File: src/rtl/bnn_pkg.sv
// Shared types and constants for the BNN activation-memory arbiter.
//   arb_state_t  : arbiter FSM states
//   NBANK/WORD_W : activation memory geometry (16 banks x 128 words)
//   ADDR_W/ACT_W : host address width {word, bank} and activation width
//   bank_onehot  : bank index -> 16-bit bank write-enable vector
package bnn_pkg;

  localparam int unsigned NBANK  = 16;
  localparam int unsigned BANK_W = 4;
  localparam int unsigned WORD_W = 7;
  localparam int unsigned ADDR_W = 11;
  localparam int unsigned ACT_W  = 8;

  typedef enum logic [2:0] {
    StIdle,
    StHwr,
    StHrd,
    StLaunch,
    StWaitBusy,
    StRun
  } arb_state_t;

  function automatic logic [NBANK-1:0] bank_onehot(input logic [BANK_W-1:0] bank);
    logic [NBANK-1:0] oh;
    oh       = '0;
    oh[bank] = 1'b1;
    return oh;
  endfunction

endpackage

File: src/rtl/bnn_act_arbiter.sv
// Activation memory port arbiter for the BNN datapath.
// Shares the 16-bank activation memory between single host read/write ops
// (req/gnt handshake, rvalid pulse) and inference runs of the control unit,
// which it launches, supervises (busy timeout) and counts.
// Ports:
//   clk, rst            : clock, asynchronous active-low reset
//   host_*              : host op port (req/we/addr/wdata in; gnt/rvalid/rdata out)
//   start, done         : run request in, idle-and-nothing-pending out
//   run_count, run_err  : completed runs (wrapping), sticky busy-timeout flag
//   ctrl_start/idle     : launch pulse to / idle status from the control unit
//   ctrl_addr_*/enb_wr  : control-side memory addresses and bank write enables
//   mem_*               : memory-side addresses, bank enables, write/read data
module bnn_act_arbiter
  import bnn_pkg::*;
#(
  parameter int unsigned RD_LAT  = 2,
  parameter int unsigned BUSY_TO = 4,
  parameter int unsigned CNT_W   = 16
) (
  input  logic                          clk,
  input  logic                          rst,
  input  logic                          host_req,
  input  logic                          host_we,
  input  logic [ADDR_W-1:0]             host_addr,
  input  logic [ACT_W-1:0]              host_wdata,
  output logic                          host_gnt,
  output logic                          host_rvalid,
  output logic [ACT_W-1:0]              host_rdata,
  input  logic                          start,
  output logic                          done,
  output logic [CNT_W-1:0]              run_count,
  output logic                          run_err,
  output logic                          ctrl_start,
  input  logic                          ctrl_idle,
  input  logic [WORD_W-1:0]             ctrl_addr_rd,
  input  logic [WORD_W-1:0]             ctrl_addr_wr,
  input  logic [NBANK-1:0]              ctrl_enb_wr,
  output logic [WORD_W-1:0]             mem_addr_rd,
  output logic [WORD_W-1:0]             mem_addr_wr,
  output logic [NBANK-1:0]              mem_enb_wr,
  output logic [ACT_W-1:0]              mem_wdata,
  input  logic [NBANK-1:0][ACT_W-1:0]   mem_rdata
);

  localparam int unsigned RdCntW   = $clog2(RD_LAT + 1);
  localparam int unsigned BusyCntW = $clog2(BUSY_TO + 1);

  arb_state_t          state_q, state_d;
  logic                start_pending_q, start_pending_d;
  logic [ADDR_W-1:0]   addr_q, addr_d;
  logic [ACT_W-1:0]    wdata_q, wdata_d;
  logic [RdCntW-1:0]   rd_cnt_q, rd_cnt_d;
  logic [BusyCntW-1:0] busy_cnt_q, busy_cnt_d;
  logic [ACT_W-1:0]    rdata_q, rdata_d;
  logic                rvalid_q, rvalid_d;
  logic [CNT_W-1:0]    run_count_q, run_count_d;
  logic                run_err_q, run_err_d;

  logic [BANK_W-1:0]   bank;
  logic [WORD_W-1:0]   word;
  logic                accept;
  logic                ctrl_owns;

  assign bank = addr_q[BANK_W-1:0];
  assign word = addr_q[ADDR_W-1:BANK_W];

  // Gated by rst so the grant drops the moment reset is asserted.
  assign host_gnt = rst && (state_q == StIdle) && !start_pending_q;
  assign accept   = host_req && host_gnt;
  assign done     = (state_q == StIdle) && !start_pending_q && !start;

  always_comb begin
    state_d         = state_q;
    // A start in any state is remembered; only LAUNCH consumes it.
    start_pending_d = start_pending_q || start;
    addr_d          = addr_q;
    wdata_d         = wdata_q;
    rd_cnt_d        = rd_cnt_q;
    busy_cnt_d      = busy_cnt_q;
    rdata_d         = rdata_q;
    rvalid_d        = 1'b0;
    run_count_d     = run_count_q;
    run_err_d       = run_err_q;

    case (state_q)
      StIdle: begin
        if (accept) begin
          addr_d = host_addr;
          if (host_we) begin
            wdata_d = host_wdata;
            state_d = StHwr;
          end else begin
            rd_cnt_d = RdCntW'(RD_LAT);
            state_d  = StHrd;
          end
        end else if (start_pending_q || start) begin
          state_d = StLaunch;
        end
      end
      StHwr: state_d = StIdle;
      StHrd: begin
        if (rd_cnt_q == '0) begin
          rdata_d  = mem_rdata[bank];
          rvalid_d = 1'b1;
          state_d  = StIdle;
        end else begin
          rd_cnt_d = rd_cnt_q - RdCntW'(1);
        end
      end
      StLaunch: begin
        start_pending_d = start;
        busy_cnt_d      = '0;
        state_d         = StWaitBusy;
      end
      StWaitBusy: begin
        if (!ctrl_idle) begin
          state_d = StRun;
        end else if (busy_cnt_q == BusyCntW'(BUSY_TO - 1)) begin
          // Control never went busy: flag it and retire the run anyway.
          run_err_d   = 1'b1;
          run_count_d = run_count_q + CNT_W'(1);
          state_d     = StIdle;
        end else begin
          busy_cnt_d = busy_cnt_q + BusyCntW'(1);
        end
      end
      StRun: begin
        if (ctrl_idle) begin
          run_count_d = run_count_q + CNT_W'(1);
          state_d     = StIdle;
        end
      end
      default: state_d = StIdle;
    endcase
  end

  always_ff @(posedge clk or negedge rst) begin
    if (!rst) begin
      state_q         <= StIdle;
      start_pending_q <= 1'b0;
      addr_q          <= '0;
      wdata_q         <= '0;
      rd_cnt_q        <= '0;
      busy_cnt_q      <= '0;
      rdata_q         <= '0;
      rvalid_q        <= 1'b0;
      run_count_q     <= '0;
      run_err_q       <= 1'b0;
    end else begin
      state_q         <= state_d;
      start_pending_q <= start_pending_d;
      addr_q          <= addr_d;
      wdata_q         <= wdata_d;
      rd_cnt_q        <= rd_cnt_d;
      busy_cnt_q      <= busy_cnt_d;
      rdata_q         <= rdata_d;
      rvalid_q        <= rvalid_d;
      run_count_q     <= run_count_d;
      run_err_q       <= run_err_d;
    end
  end

  assign ctrl_owns = (state_q == StWaitBusy) || (state_q == StRun);

  always_comb begin
    mem_addr_rd = word;
    mem_addr_wr = word;
    mem_enb_wr  = '0;
    mem_wdata   = wdata_q;
    if (ctrl_owns) begin
      mem_addr_rd = ctrl_addr_rd;
      mem_addr_wr = ctrl_addr_wr;
      mem_enb_wr  = ctrl_enb_wr;
    end else if (state_q == StHwr) begin
      mem_enb_wr = bank_onehot(bank);
    end
  end

  assign ctrl_start  = (state_q == StLaunch);
  assign host_rvalid = rvalid_q;
  assign host_rdata  = rdata_q;
  assign run_count   = run_count_q;
  assign run_err     = run_err_q;

endmodule

File: config.mk
export PLATFORM = sky130hd
export DESIGN_NAME = bnn_act_arbiter
export DESIGN_NICKNAME = d
export VERILOG_FILES = /design/src/rtl/bnn_pkg.sv /design/src/rtl/bnn_act_arbiter.sv
export SDC_FILE = /design/constraint.sdc
export NUM_CORES = 1
export LEC_CHECK = 0
export CAP_MARGIN = 20
export CORE_ASPECT_RATIO = 0.7
export CORE_MARGIN = 2
export CORE_UTILIZATION = 39
export DETAILED_ROUTE_END_ITERATION = 7
export PLACE_DENSITY = 0.89
export SYNTH_ARGS = -nofsm -noshare
export SYNTH_HDL_FRONTEND = slang
export SYNTH_SLANG_ARGS = --single-unit
File: constraint.sdc
create_clock -name clk -period 2.7 [get_ports clk]
set_clock_uncertainty 0.05 [all_clocks]
set_input_delay 0.54 -clock clk [delete_from_list [all_inputs] [get_ports clk]]
set_output_delay 0.54 -clock clk [all_outputs]
set_load 0.1 [all_outputs]
==> run summary, run 1 <==
status - complete, no violations
Pint - 3.46 mW
num ports - 250
final setup violation count - 0
H-tree Lvls - 2
cts hold-fix bufs - 0
CTS clk-pin slew, worst paths - 70 ps
Startpoint Class - flop
Seq pwr share - 18.5%
max_cap viols - 0
Mean Syn Cell Area - 10.4 sq um
WP buf/inv - 1
Via density - 5.44
max-slew violation count - 0
crit path DRT - 2110 ps
P_leak - 2.85 nW
vias in the first global route - 4151
Post-synth seq share - 36.0%
CTS Sinks - 54
total track usage - 25.8%
switching portion of total power - 54.1%
CP Class - reg2out
cell area after synthesis - 0.00375 sq mm
yosys warns - 0
share of cells above drive strength 1 - 24.4%
Routed WL per cell - 19.2 um
DR DRC count - 0
Critical Path AT - 1890 ps
delay-heaviest family, CP - simple AND/OR/NAND/NOR gates
post-route minimum period - 2480 ps
Synth Flop Type - dfrtp_1
horizontal die size - 121 um
TritonCTS buffer count - 5
Setup Buffers After CTS - 0
floorplan-stage core utilization - 40.7%
Layout fillers - 631
Switch Pwr - 4.09 mW
final antenna-violating net count - 0
Starting DRT DRC Count - 224
pre-CTS setup slack - 370 ps
RSZ-0062 raised after global routing - no
worst setup margin - 219 ps
ys cells - 360
#FFs+latches synth - 54
crit share post-route - 91.9%
Post-synth EDFFs - 0
fmax - 403 MHz
Max-slew headroom - 63.6%
area figure in the yosys stat output - 0.00375 sq mm
first-pass GRT wire length - 21200 um
CTS root buf - clkbuf_16
warning total across the stage logs - 27
Die ar. - 0.0104 sq mm
Top cells excl fill/tap - clkdlybuf4s50_1 (181), nand2_1 (51), dfrtp_1 (51)
DPL Wire Length - 11600 um
setup TNS - 0 ps
core area - 0.00922 sq mm
clock buffer depth - 2
Net Count, Synth - 547
worst-path cell chain - nand2b_1 -> nor3_1 -> nand2_1 -> o21ai_2 -> buf_12
DRT Pass-1 Iters - 4
slowest CP cell - dfrtp_2
PwrDens - 1110 mW/mm^2
clock share of power - 9.6%
Largest stage delay, worst path - 520 ps
Die Ht - 86.1 um
CTS tree - built
GRT Residual Overflow - 0
Hold Path Class - in2async
Hold Fails Final Rpt - 0
row count - 29
pin count of the biggest net entering global routing - 29
Total Power - 7.55 mW
Placer Congestion - 0.862
initial antenna violation count - 1
worst vdd ir - 1320 uV
area grow syn2layout - 81.5%
CP Capture Type - output pin
worst skew pair latency - 290 ps
synth unique cells - 54
FFs w/ async S/R, synth - 100%
Mapped Cells - 360
Worst-Margin Slew - 546 ps
nets - 792
Combinational Power Share - 72.0%
number of port buffers - 249
most numerous logic cell after layout - clkdlybuf4s50_1
crit-path max FO - 15
==> run 1: worst register-to-register path, stage by stage (launching register included) <==
cell and delay (ps):
dfrtp_2 680, buf_4 330, mux4_2 530, a211oi_1 270, a21oi_1 120
==> run 1: per-stage QoR <==
step,std cells,util [%],instance area (sq um),hold WS (ps)
2_1_floorplan,360,-,3770,194
3_3_place_gp,722,72.0,6630,418
4_1_cts,730,73.8,6800,262
6_report,731,73.9,6810,248
5_1_grt,731,73.9,6810,294
3_5_place_dp,722,72.0,6630,415
==> run 1: power by group through the flow <==
stage / sequential [mW] / combinational (mW) / clock (mW)
6_report: 1.39 / 5.43 / 0.722
5_1_grt: 1.44 / 5.64 / 0.769
4_1_cts: 1.39 / 5.44 / 0.734
3_5_place_dp: 1.40 / 5.43 / 0
3_3_place_gp: 1.38 / 5.34 / 0
2_1_floorplan: 2.19 / 2.92 / 0
==> run 1: kinds of logic after synthesis <==
family                     count (synthesis)  share of synthesized area [%]
muxes                                     60                           24.6
xor gates and xnor gates                  15                           3.50
DFF                                       54                           36.0
AOI/OAI and AO/OA                         67                           12.7
adders and majority gates                  4                           1.33
and+or+nand+nor                          125                           17.0
buffers and inverters                     35                           4.70
==> run 1: area by class of cell <==
class	instances	area, sq um	area share, %
Timing Repair Buffer	264	2850	41.8
Multi-Input combinational cell	271	2250	33.0
Sequential cell	54	1360	19.9
Clock buffer	6	129	1.89
Antenna cell	1	2.50	0.0368
Tap cell	124	155	2.28
Inverter	9	33.8	0.496
Clock inverter	2	37.5	0.551
==> run 1: synth_stat cells, types with 10 or more instances <==
cell	instances	share of area, %
mux2i_1	17	4.5
a21oi_1	10	1.3
dfrtp_1	54	36
o21ai_0	11	1.5
mux2_2	20	6.0
nand3_1	10	1.3
nor2_1	16	1.6
mux4_2	20	12
nand2_1	51	5.1
xnor2_1	12	2.8
clkbuf_1	10	1.0
==> run 1: final timing paths <==
kind / cells past startpoint / slack (ps) / endpoint / from
worst max-delay path: 5 / 220 / mem_enb_wr[5] / state_q[2]
worst min-delay path: 2 / 250 / mem_wdata[6] / rst
worst max register to register: 4 / 590 / host_rdata[4] / addr_q[0]
worst min register to register: 1 / 430 / run_count[15] / run_count[15]
max in group asynchronous: 2 / 2070 / addr_q[0] / rst
min in group clk: 1 / 430 / run_count[15] / run_count[15]
==> run 1: layer usage <==
metal,track usage [%],vias to the layer above,share of wire (%)
met2,47.9,190,51
met1,29.8,1941,38
met3,7.78,14,9.5
met5,0,-,0
met4,4.91,0,1.6
li1,-,1835,-
==> run 1: flip-flops by register name, summed over array words and instances (netlist names) <==
register,flops
host_rdata,8
mem_wdata,8
state_q,3
run_count,16
run_err,1
addr_q,11
busy_cnt_q,3
host_rvalid,1
start_pending_q,1
rd_cnt_q,2
==> run 1: repair_timing <==
action / in CTS / in global routing
endpoints found under the hold margin: 0 / 0
endpoints found under the setup margin: 0 / 18
resized: 0 / 3
run_1/layer_met1.png
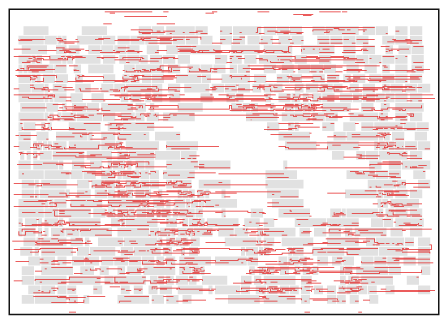
share of all routed wire: 38%
longest straight run: 46.2 um
wire length on this layer: 5280 um
nets with wire on the layer: 675
main direction: horizontal
Final Routed Wirelength: 14100 um
via count: 3980

run_1/layer_met2.png
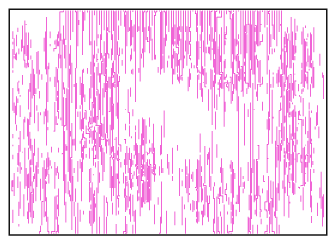
share of all routed wire: 51%
main direction: vertical
nets with wire on the layer: 721
GR Util met2: 47.9%

run_1/layer_met3.png
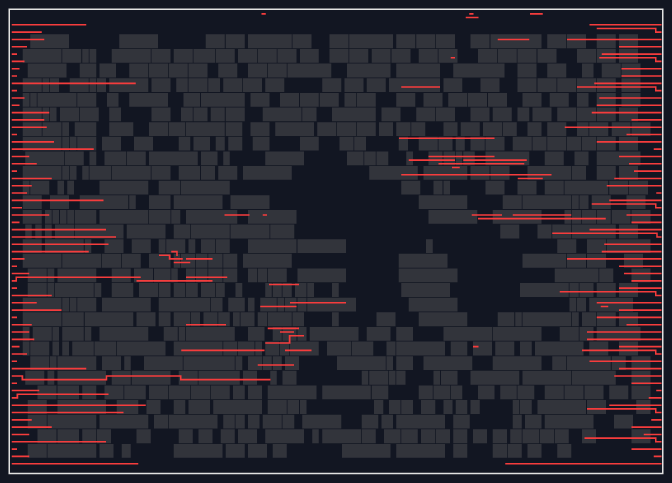
share of all routed wire: 9.5%
main direction: horizontal
nets with wire on the layer: 152
wire length on this layer: 1330 um
longest straight run: 28.8 um
met3 Track Usage GR: 7.78%

==> run 1 -> run 2 <==
- CORE_ASPECT_RATIO: 0.7 -> 0.6
- HOLD_SLACK_MARGIN: unset -> 0.02
==> run summary, run 2 <==
status - complete, no violations
H-tree Lvls - 2
Layout fillers - 651
row count - 27
DPL Wire Length - 11800 um
Die ar. - 0.0104 sq mm
biggest area cells - dfrtp_1 (36%), mux4_2 (12%), mux2_2 (6.0%), nand2_1 (5.1%), mux2i_1 (4.5%)
Starting DRT DRC Count - 198
Mean Syn Cell Area - 10.4 sq um
post-cts resize count - 0
Seq pwr share - 17.7%
crit path DRT - 2110 ps
P_leak - 2.84 nW
DP Cell Count - 726
most numerous logic cell after layout - clkdlybuf4s50_1
clock share of power - 8.3%
vias in the first global route - 4109
final setup violation count - 0
Synth Flop Type - dfrtp_1
Post-DP Area - 0.00664 sq mm
area figure in the yosys stat output - 0.00375 sq mm
Mapped Cells - 360
area grow syn2layout - 80.8%
Worst R2R End - addr_q[2]
worst vdd ir - 1370 uV
share of cells above drive strength 1 - 23.7%
horizontal die size - 131 um
Hold Path Class - reg2reg
Finished Cell Area - 0.00678 sq mm
CTS clk-pin slew, worst paths - 70 ps
Top-area cell share - 36.0%
number of port buffers - 249
pin count of the biggest net entering global routing - 44
TritonCTS buffer count - 5
yosys warns - 0
clock buffer depth - 2
core area - 0.00926 sq mm
R2R Setup Slk - 520 ps
Setup Buffers After CTS - 0
Placer Congestion - 0.841
max_cap viols - 0
CTS Sinks - 54
Critical Path AT - 1990 ps
Finished Layout Cells - 734
post-route minimum period - 2580 ps
crit share post-route - 95.5%
Combinational Power Share - 74.0%
Commonest cells post-synth - dfrtp_1 (54), nand2_1 (51), mux2_2 (20), mux4_2 (20), mux2i_1 (17)
RSZ-0062 raised after global routing - no
RR Startpoint - state_q[1]
Worst Min Path Start - run_count[15]
PwrDens - 1100 mW/mm^2
FFs w/ async S/R, synth - 100%
switching portion of total power - 54.8%
setup TNS - 0 ps
Die Ht - 80.0 um
Routed WL per cell - 19.4 um
worst skew pair latency - 290 ps
Top cells excl fill/tap - clkdlybuf4s50_1 (181), dfrtp_1 (53), nand2_1 (51)
CP Capture Type - output pin
run 2: worst max path at each step:
stage,cells after the start,startpoint,end,slack (ps)
floorplan,5,addr_q[0],mem_enb_wr[11],-270
detailed placement,5,ctrl_idle,run_count[13],350
finish,4,state_q[0],mem_enb_wr[3],120
global placement,5,ctrl_idle,run_count[5],450
global route,5,state_q[0],mem_enb_wr[15],20
CTS,5,state_q[0],mem_enb_wr[15],110
run 2: critical path, stage by stage, from the launching register on:
cell,delay (ps)
dfrtp_1,500
nor2b_1,380
nand4_1,280
o31ai_2,330
buf_12,220
run 2: power groups by stage:
stage / Sequential [mW] / Combinational [mW] / Clock [mW]
finish: 1.32 / 5.51 / 0.620
global route: 1.35 / 5.74 / 0.673
CTS: 1.32 / 5.52 / 0.639
detailed placement: 1.33 / 5.51 / 0
global placement: 1.31 / 5.42 / 0
floorplan: 2.19 / 2.92 / 0
run 2: through the flow:
step	setup slack [ps]	power, mW	utilization, %
6_report	121	7.45	73.3
5_1_grt	21.3	7.77	73.3
4_1_cts	107	7.48	73.3
3_5_place_dp	346	6.84	71.7
3_3_place_gp	454	6.73	71.7
2_1_floorplan	-270	5.10	-
run 2: cell families (layout without fill, tap and decap cells):
group / Yosys count / after routing / synth area share [%]
AND-OR/OR-AND: 67 / 67 / 12.7
buffers and inverters: 35 / 279 / 4.70
adder cells (fa/ha/maj): 4 / 4 / 1.33
multiplexers: 60 / 60 / 24.6
AND/OR/NAND/NOR: 125 / 125 / 17.0
flip-flops: 54 / 54 / 36.0
XOR/XNOR: 15 / 15 / 3.50
run 2: area by class of cell:
| class | count | share of cell area [%] |
|---|---|---|
| clock inverter | 2 | 0.148 |
| sequential | 54 | 19.9 |
| timing repair buffer | 263 | 42.1 |
| tap | 130 | 2.40 |
| inverter | 9 | 0.498 |
| multi-input combinational | 271 | 33.1 |
| clock buffer | 5 | 1.84 |
run 2: repair_timing:
item	4_1_cts	5_1_grt
hold buffers	1	0
setup endpoints to repair	0	0
endpoints found under the hold margin	1	0
run 2: layer usage:
metal	global-route usage [%]	part of all wire [%]	vias to the layer above
met2	46.3	51	189
li1	-	-	1828
met1	30.8	38	1928
met5	0	0	-
met3	8.38	9.7	23
met4	6.06	1.9	0
run_2/congestion.png
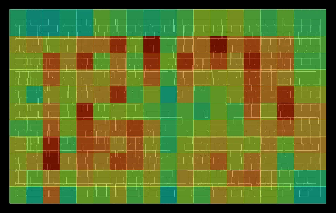
Final Util: 73.3%
met3 Track Usage GR: 8.38%
GR Util met2: 46.3%

run_2/layer_met1.png
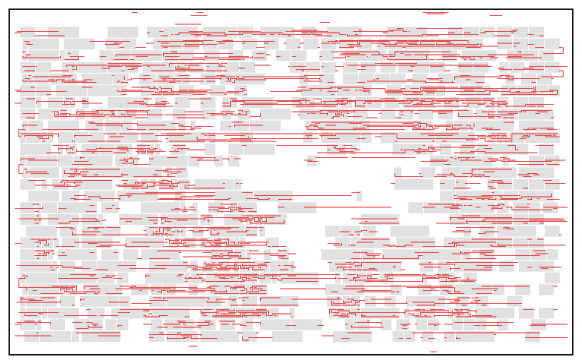
nets with wire on the layer: 658
main direction: horizontal
wire length on this layer: 5340 um
share of all routed wire: 38%

run_2/layer_met2.png
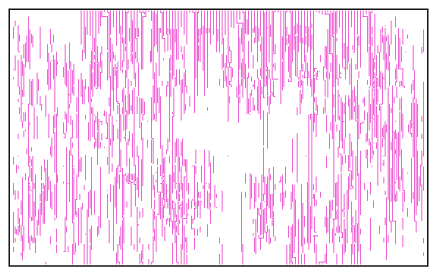
nets with wire on the layer: 718
main direction: vertical
wire length on this layer: 7230 um
longest straight run: 42.5 um

No activity file was given, so power comes from the tool's default toggle rates.
